**Run 1: M1 wires**

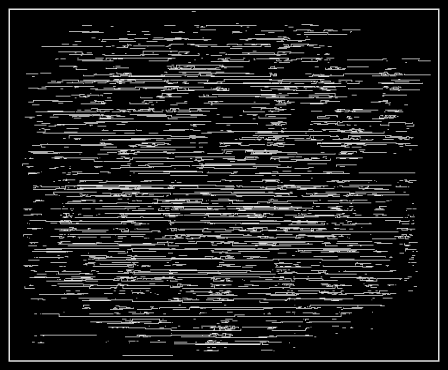
**Run 1: signal wires on met2**

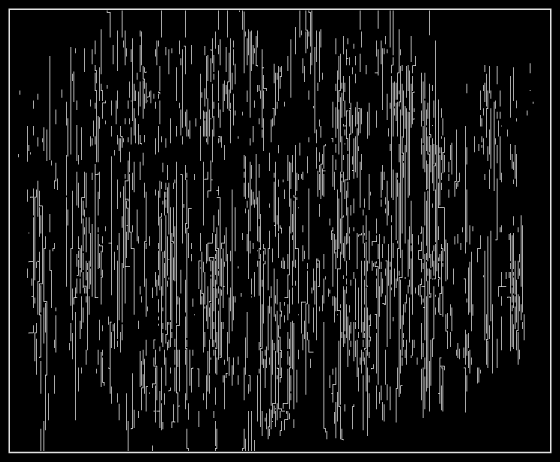
**Run 1: metal 3**

The bar under the picture is 50 µm long.
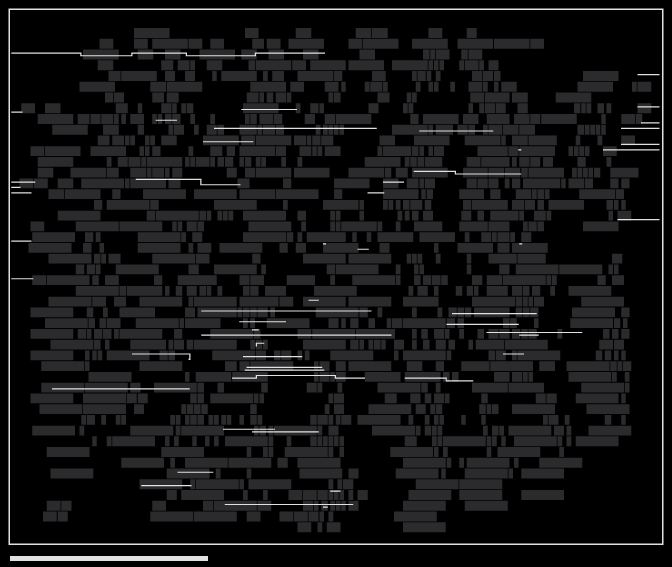
[config.mk]
export PLATFORM = sky130hd
export DESIGN_NAME = pattern_wavegen
export DESIGN_NICKNAME = d
export VERILOG_FILES = /design/src/rtl/pattern_wavegen.sv
export SDC_FILE = /design/constraint.sdc
export NUM_CORES = 1
export LEC_CHECK = 0
export ABC_AREA = 1
export CELL_PAD_IN_SITES_DETAIL_PLACEMENT = 0
export CELL_PAD_IN_SITES_GLOBAL_PLACEMENT = 1
export CORE_AREA = 2 2 163 133
export CTS_BUF_LIST = sky130_fd_sc_hd__clkbuf_16
export CTS_CLUSTER_SIZE = 40
export DETAILED_ROUTE_END_ITERATION = 12
export DIE_AREA = 0 0 165 135
export PLACE_DENSITY_LB_ADDON = 0.15
export REMOVE_ABC_BUFFERS = 1
export SETUP_SLACK_MARGIN = 0.3
export SYNTH_ARGS = -nofsm -noshare
export SYNTH_HDL_FRONTEND = slang
export SYNTH_SLANG_ARGS = --single-unit
export TNS_END_PERCENT = 20
[constraint.sdc]
create_clock -name clk -period 2 [get_ports clk]
set_input_delay 0.4 -clock clk [delete_from_list [all_inputs] [get_ports clk]]
set_output_delay 0.4 -clock clk [all_outputs]
set_load 0.05 [all_outputs]
[src/rtl/pattern_wavegen.sv]
// rtl/pattern_wavegen.sv - programmable serial waveform generator
// Pattern memory words are shifted out LSB first, each bit held div+1 clocks, in loop or one-shot mode.
module pattern_wavegen #(
    parameter int WIDTH = 8,
    parameter int DEPTH = 16,
    parameter int DIV_W = 16
) (
    input  logic                     clk,
    input  logic                     clear,
    input  logic                     wr_en,
    input  logic [$clog2(DEPTH)-1:0] wr_addr,
    input  logic [WIDTH-1:0]         wr_data,
    input  logic                     start,
    input  logic                     stop,
    input  logic                     mode,
    input  logic [$clog2(DEPTH)-1:0] last_addr,
    input  logic [DIV_W-1:0]         div,
    output logic                     wform,
    output logic                     busy,
    output logic                     done,
    output logic                     bit_tick
);
    localparam int AW = $clog2(DEPTH);
    localparam int BW = $clog2(WIDTH);

    typedef enum logic {IDLE, RUN} state_t;

    state_t            state, state_next;
    logic [WIDTH-1:0]  mem [DEPTH];
    logic              cfg_mode;
    logic [AW-1:0]     cfg_last;
    logic [DIV_W-1:0]  cfg_div;
    logic [WIDTH-1:0]  shreg;
    logic [BW-1:0]     bit_idx;
    logic [AW-1:0]     addr;
    logic [DIV_W-1:0]  cnt;

    logic              term, bit_end, word_end;
    logic              go, halt, finish, next_word, next_bit;
    logic [AW-1:0]     addr_sel;
    logic [WIDTH-1:0]  load_word;
    logic              wform_next, done_next, tick_next;

    // Memory has no reset; a load on the same edge as a write sees the old word.
    always_ff @(posedge clk) begin
        if (wr_en) begin
            mem[wr_addr] <= wr_data;
        end
    end

    assign term      = (cnt == cfg_div);
    assign bit_end   = term && (bit_idx == BW'(WIDTH - 1));
    assign word_end  = (addr == cfg_last);
    assign addr_sel  = (go || word_end) ? '0 : addr + AW'(1);
    assign load_word = mem[addr_sel];

    always_ff @(posedge clk or posedge clear) begin
        if (clear) begin
            state <= IDLE;
        end else begin
            state <= state_next;
        end
    end

    always_comb begin
        state_next = state;
        go         = 1'b0;
        halt       = 1'b0;
        finish     = 1'b0;
        next_word  = 1'b0;
        next_bit   = 1'b0;
        case (state)
            IDLE: begin
                if (start && !stop) begin
                    state_next = RUN;
                    go         = 1'b1;
                end
            end
            RUN: begin
                if (stop) begin
                    state_next = IDLE;
                    halt       = 1'b1;
                end else if (bit_end && word_end && cfg_mode) begin
                    state_next = IDLE;
                    finish     = 1'b1;
                end else if (bit_end) begin
                    next_word = 1'b1;
                end else if (term) begin
                    next_bit = 1'b1;
                end
            end
            default: state_next = IDLE;
        endcase
    end

    always_comb begin
        busy       = (state == RUN);
        wform_next = wform;
        tick_next  = 1'b0;
        done_next  = 1'b0;
        if (go || next_word) begin
            wform_next = load_word[0];
            tick_next  = 1'b1;
        end else if (next_bit) begin
            wform_next = shreg[bit_idx + BW'(1)];
            tick_next  = 1'b1;
        end else if (halt || finish) begin
            wform_next = 1'b0;
            done_next  = finish;
        end
    end

    always_ff @(posedge clk or posedge clear) begin
        if (clear) begin
            cfg_mode <= 1'b0;
            cfg_last <= '0;
            cfg_div  <= '0;
            shreg    <= '0;
            bit_idx  <= '0;
            addr     <= '0;
            cnt      <= '0;
            wform    <= 1'b0;
            done     <= 1'b0;
            bit_tick <= 1'b0;
        end else begin
            wform    <= wform_next;
            done     <= done_next;
            bit_tick <= tick_next;
            if (go) begin
                cfg_mode <= mode;
                cfg_last <= last_addr;
                cfg_div  <= div;
            end
            if (go || next_word) begin
                shreg   <= load_word;
                addr    <= addr_sel;
                bit_idx <= '0;
                cnt     <= '0;
            end else if (next_bit) begin
                bit_idx <= bit_idx + BW'(1);
                cnt     <= '0;
            end else if (halt || finish) begin
                bit_idx <= '0;
                addr    <= '0;
                cnt     <= '0;
            end else if (state == RUN) begin
                cnt <= cnt + DIV_W'(1);
            end
        end
    end
endmodule

==> impl_metrics.py, run 1 <==
# Physical implementation metrics
metrics = {
    "worst_setup_path": {
        "cp_common_cell": "nand2_2",
        "r2r_slack_ns": -0.11,
        "regToRegStartpoint": "addr[0]",
        "critPathCapture": "shreg[1]",
        "cp_num_buf_inv": 4,
        "worst_setup_path_start_kind": "flip-flop",
        "cpPeakStageDelay_ns": 0.40,
        "cp_top_family": "simple AND/OR/NAND/NOR gates",
        "ff2ff_path_depth": 15,
        "critPathSlowestCell": "dfrtp_1",
    },
    "logic_synthesis": {
        "top_area_share_pct": 45.8,
        "synth_flops": 184,
        "synth-xor-area-share_pct": 2.40,
        "enable_flop_cells": 128,
        "yosys.area_share.aoi_pct": 4.83,
        "yosys-stat-cells": 807,
        "ys_seq_share_pct": 62.5,
        "most_common_cell": "nand2_1",
        "common_cells": "169 x nand2_1, 128 x edfxtp_1, 94 x inv_1",
        "synthMuxAreaShare_pct": 1.88,
        "postSynthAreaPerCell_um2": 10.4,
        "top_area_cell": "edfxtp_1",
    },
    "grt": {
        "met1_usage_pct": 29.8,
        "use_met2_pct": 30.8,
        "antenna_found_initial": 0,
        "overflow": 0,
    },
    "cts": {
        "root_buffer": "clkbuf_16",
        "hold_buffers": 0,
        "clock-sinks": 184,
    },
    "drt": {
        "wl_met3_um": 746,
        "drtPass1Iterations": 5,
        "drc": 0,
        "vias_per_cell": 4.92,
        "via_count": 6030,
    },
    "power_and_ir_drop": {
        "power_frac_seq_pct": 40.9,
        "power_mw": 11.1,
        "peakVddDrop_mv": 0.534,
        "p_leak_nw": 4.56,
        "pg_seq_mw": 4.53,
        "p_int_mw": 7.73,
    },
    "layout": {
        "finalInstanceArea_um2": 10900,
        "fin_nets": 985,
        "sh_comb_area_pct": 25.5,
        "reg_top3": "mem (128), cfg_div (16), cnt (16)",
        "comb_cells": 492,
        "diodes": 0,
        "area_growth_pct": 29.8,
        "sh_seq_area_pct": 48.2,
        "fin_cells": 1225,
        "lay_top_count": "nand2_1",
    },
    "sta": {
        "rsz0062_at_grt": "true",
        "setup_viol": 26,
        "setup_ws_ns": -0.114,
        "worstMarginPinSlew_ns": 0.691,
        "tns_ns": -1.63,
    },
    "status": {
        "violations": "negative setup slack",
        "outcome": "finished with violations",
    },
    "die": {
        "chipWidth_um": 165,
    },
    "placed_design": {
        "placed_cells": 1164,
    },
    "min_path": {
        "hp-class": "in2async",
    },
}
Notes on 'M1 wires' above:
main direction: horizontal
nets with wire on the layer: 930
share of all routed wire: 50%
wire length on this layer: 10,500 µm
longest straight run: 67.8 µm

Notes on 'signal wires on met2' above:
nets with wire on the layer: 774
longest straight run: 49.3 µm
main direction: vertical
share of all routed wire: 46%
wire length on this layer: 9,710 µm

Notes on 'metal 3' above:
wire length on this layer: 747 µm
longest straight run: 47.8 µm
nets with wire on the layer: 41
main direction: horizontal
share of all routed wire: 3.6%

**Run 1: routing congestion map**

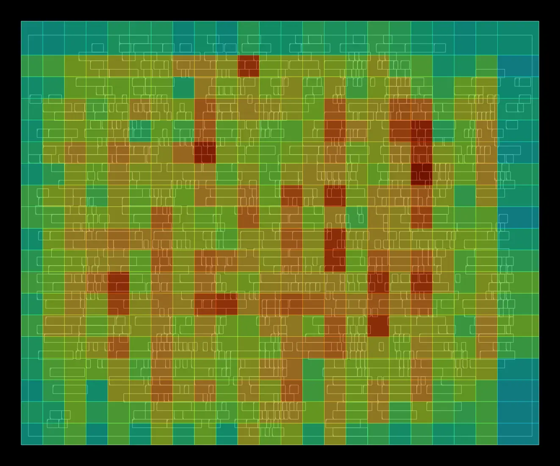

## Run 2: what changed since run 1
--- a/config.mk
+++ b/config.mk
@@ -6,13 +6,14 @@
 export NUM_CORES = 1
 export LEC_CHECK = 0
 export ABC_AREA = 1
+export CAP_MARGIN = 40
 export CELL_PAD_IN_SITES_DETAIL_PLACEMENT = 0
 export CELL_PAD_IN_SITES_GLOBAL_PLACEMENT = 1
-export CORE_AREA = 2 2 163 133
+export CORE_AREA = 10 10 171 141
 export CTS_BUF_LIST = sky130_fd_sc_hd__clkbuf_16
 export CTS_CLUSTER_SIZE = 40
 export DETAILED_ROUTE_END_ITERATION = 12
-export DIE_AREA = 0 0 165 135
+export DIE_AREA = 0 0 181 151
 export PLACE_DENSITY_LB_ADDON = 0.15
 export REMOVE_ABC_BUFFERS = 1
 export SETUP_SLACK_MARGIN = 0.3
**Run 2: routing congestion map**

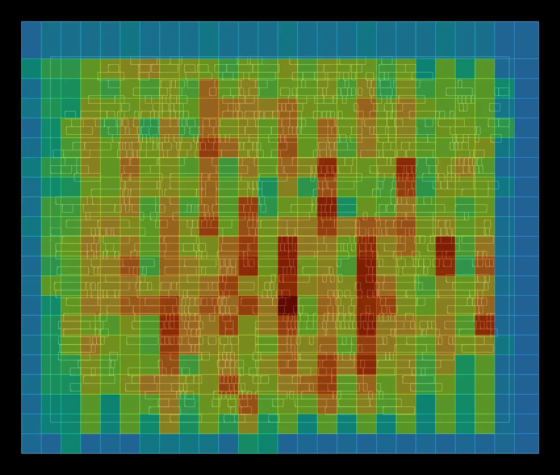
GRT Total Usage: 15.6%
Routed WL per cell: 17.3 µm
GR peak layer: met2
routing usage on met1: 21.5%
met3 usage: 3.05%

==> run 2 against run 1 <==
Effect of this change:
- the run still ends with negative setup slack left
- sequential share of layout area grew 1.9 points
- clock skew shrank 0.0039 ns
- synthesized cell count is the same
- flip-flop count is the same
- die size grew 23%
- power shrank 4.9%
==> impl_metrics.py, run 2 <==
# Physical implementation metrics
metrics = {
    "status": {
        "outcome": "finished with violations",
        "violations": "negative setup slack",
    },
    "sta": {
        "max_freq_mhz": 496,
        "rsz0062_at_grt": "true",
        "hold_viol": 0,
        "fin_crit_sh_pct": 101,
        "worstMarginPinSlew_ns": 0.663,
        "setup_ws_ns": -0.0180,
        "setup_viol": 2,
        "max-slew-margin-rel_pct": 55.7,
        "slew_viol_final": 0,
        "tns_ns": -0.0226,
    },
    "power_and_ir_drop": {
        "power.switching_mw": 3.04,
        "power_mw": 10.5,
        "p_comb_mw": 2.54,
        "peakVddDrop_mv": 0.561,
        "pwr-share-comb_pct": 24.1,
        "pg_seq_mw": 4.54,
        "power_frac_seq_pct": 43.1,
        "p_int_mw": 7.49,
        "switching_share_pct": 28.9,
        "pwr_density_cell_nw_per_um2": 1000,
        "p_leak_nw": 4.36,
        "powerClk_mw": 3.45,
        "clockPowerShare_pct": 32.8,
    },
    "placed_design": {
        "io_buffers": 41,
        "pre_cts_slack_ns": -0.330,
        "place_congestion": 0.844,
        "placed_cells": 1162,
        "placed_cell_area_um2": 9600,
        "dpl.hpwl_um": 14600,
    },
    "layout": {
        "regMostFlops": "mem",
        "non_clock_buffer_area_share_pct": 11.4,
        "flop-count": 184,
        "reg_top3": "mem (128), cfg_div (16), cnt (16)",
        "sh_seq_area_pct": 50.0,
        "largest_reg_flops": 128,
        "inv_count": 102,
        "finalInstanceArea_um2": 10500,
        "fin_nets": 964,
        "clkbuf_count": 17,
        "lay_top_count": "nand2_1",
        "clockNetworkAreaShare_pct": 5.75,
        "sh_comb_area_pct": 25.9,
        "fin_cells": 1201,
        "num-nonclk-buffers": 125,
        "area_growth_pct": 25.1,
        "mostFrequentLayoutCells": "161 x nand2_1, 128 x edfxtp_1, 91 x inv_1",
        "fin_util_pct": 51.1,
        "layout-drive-gt1-share_pct": 22.4,
        "diodes": 0,
        "comb_cells": 492,
        "comb_area_um2": 2710,
        "largest_class": "flip-flops and latches",
    },
    "cts": {
        "cts_made_buffers": 17,
        "clkLatencyLatePin_ns": 0.43,
        "hold_buffers": 0,
        "root_buffer": "clkbuf_16",
        "path_clk_slew_ns": 0.07,
        "post_cts_buffers": 2,
        "clock-sinks": 184,
        "cts_resized": 40,
        "cts_max_level": 4,
        "cts_tree": "done",
    },
    "logic_synthesis": {
        "postSynthAreaPerCell_um2": 10.4,
        "synth_flops": 184,
        "top_area_cell": "edfxtp_1",
        "top_area_share_pct": 45.8,
        "synthTopCellsByArea": "edfxtp_1 46%, dfrtp_1 17%, nand2_1 7.6%, nand3_1 4.3%, inv_1 4.2%",
        "ff_type": "edfxtp_1",
        "yosys.area_share.aoi_pct": 4.83,
        "syn_area_um2": 8390,
        "topCombFamilyByArea": "simple AND/OR/NAND/NOR gates",
        "ys_seq_share_pct": 62.5,
        "yosys-stat-cells": 807,
        "enable_flop_cells": 128,
        "synthMuxAreaShare_pct": 1.88,
        "most_common_cell": "nand2_1",
        "ys_area_um2": 8390,
        "synth-xor-area-share_pct": 2.40,
        "yosys_warnings": 0,
        "common_cells": "169 x nand2_1, 128 x edfxtp_1, 94 x inv_1",
        "yosys.area_share.adder_pct": 0.597,
        "ys_async_sr_fraction_pct": 30.4,
        "yosysUniqueCellTypes": 37,
    },
    "die": {
        "dieArea_um2": 27300,
        "rows": 47,
        "design.core.area_um2": 20500,
        "ios": 42,
        "fp_util_pct": 40.9,
        "nWellTaps": 269,
        "chipWidth_um": 181,
        "dieHeight_um": 151,
    },
    "min_path": {
        "hp-class": "in2async",
    },
    "grt": {
        "grt_pass1_wl_um": 33200,
        "grt_max_degree": 38,
        "use_met2_pct": 24.4,
        "antenna_found_initial": 0,
        "overflow": 0,
        "grt_pass1_vias": 6064,
    },
    "drt": {
        "drtAntennaViolNets": 0,
        "drtPass1Iterations": 5,
        "via_count": 5981,
        "drc": 0,
        "drt-met1-wl_um": 9890,
        "wl_um": 20800,
        "dr_wl_met2_um": 9590,
        "vias_per_cell": 4.98,
        "wl_met3_um": 1080,
        "top_layer": "met4",
    },
    "worst_setup_path": {
        "cp-startpoint": "addr[0]",
        "worstSetupEndpointType": "flip-flop",
        "critPathCapture": "shreg[6]",
        "cpPeakStageDelay_ns": 0.42,
        "critPathSlowestCell": "dfrtp_1",
        "cp_num_buf_inv": 2,
        "r2r_slack_ns": -0.02,
        "rr_endpoint": "shreg[6]",
        "critical_path.max_fanout": 24,
        "critical_path_class": "reg2reg",
        "crit_chain": "inv_2 > nand2_1 > nand2_1 > nor2_2 > nand2_4 > nand3_4 > buf_12 > nor2_1 > o211ai_1 > nand3_1 > nand2_1 > nand2_1 > nand2_1",
        "arrival_ns": 2.38,
        "crit_cells": 13,
        "regToRegStartpoint": "addr[0]",
        "ff2ff_path_depth": 13,
        "cp_common_cell": "nand2_1",
        "cp_top_family": "simple AND/OR/NAND/NOR gates",
        "worst_setup_path_start_kind": "flip-flop",
    },
    "job": {
        "warning_count": 27,
        "max-cap-violations": 0,
    },
}
**Run 2: signal wires on met2**

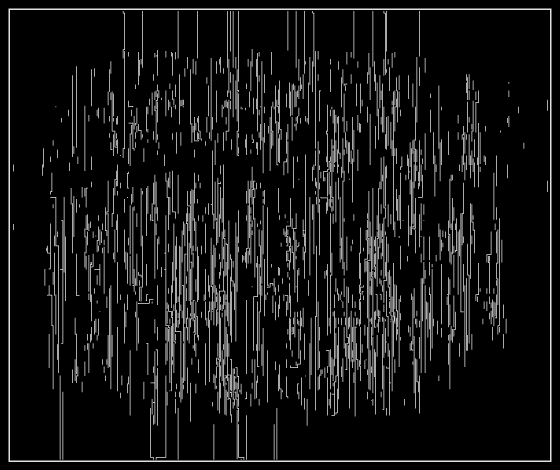
longest straight run: 46.2 µm
share of all routed wire: 46%

Power figures rest on the tool's default switching activity, not on a simulated workload.
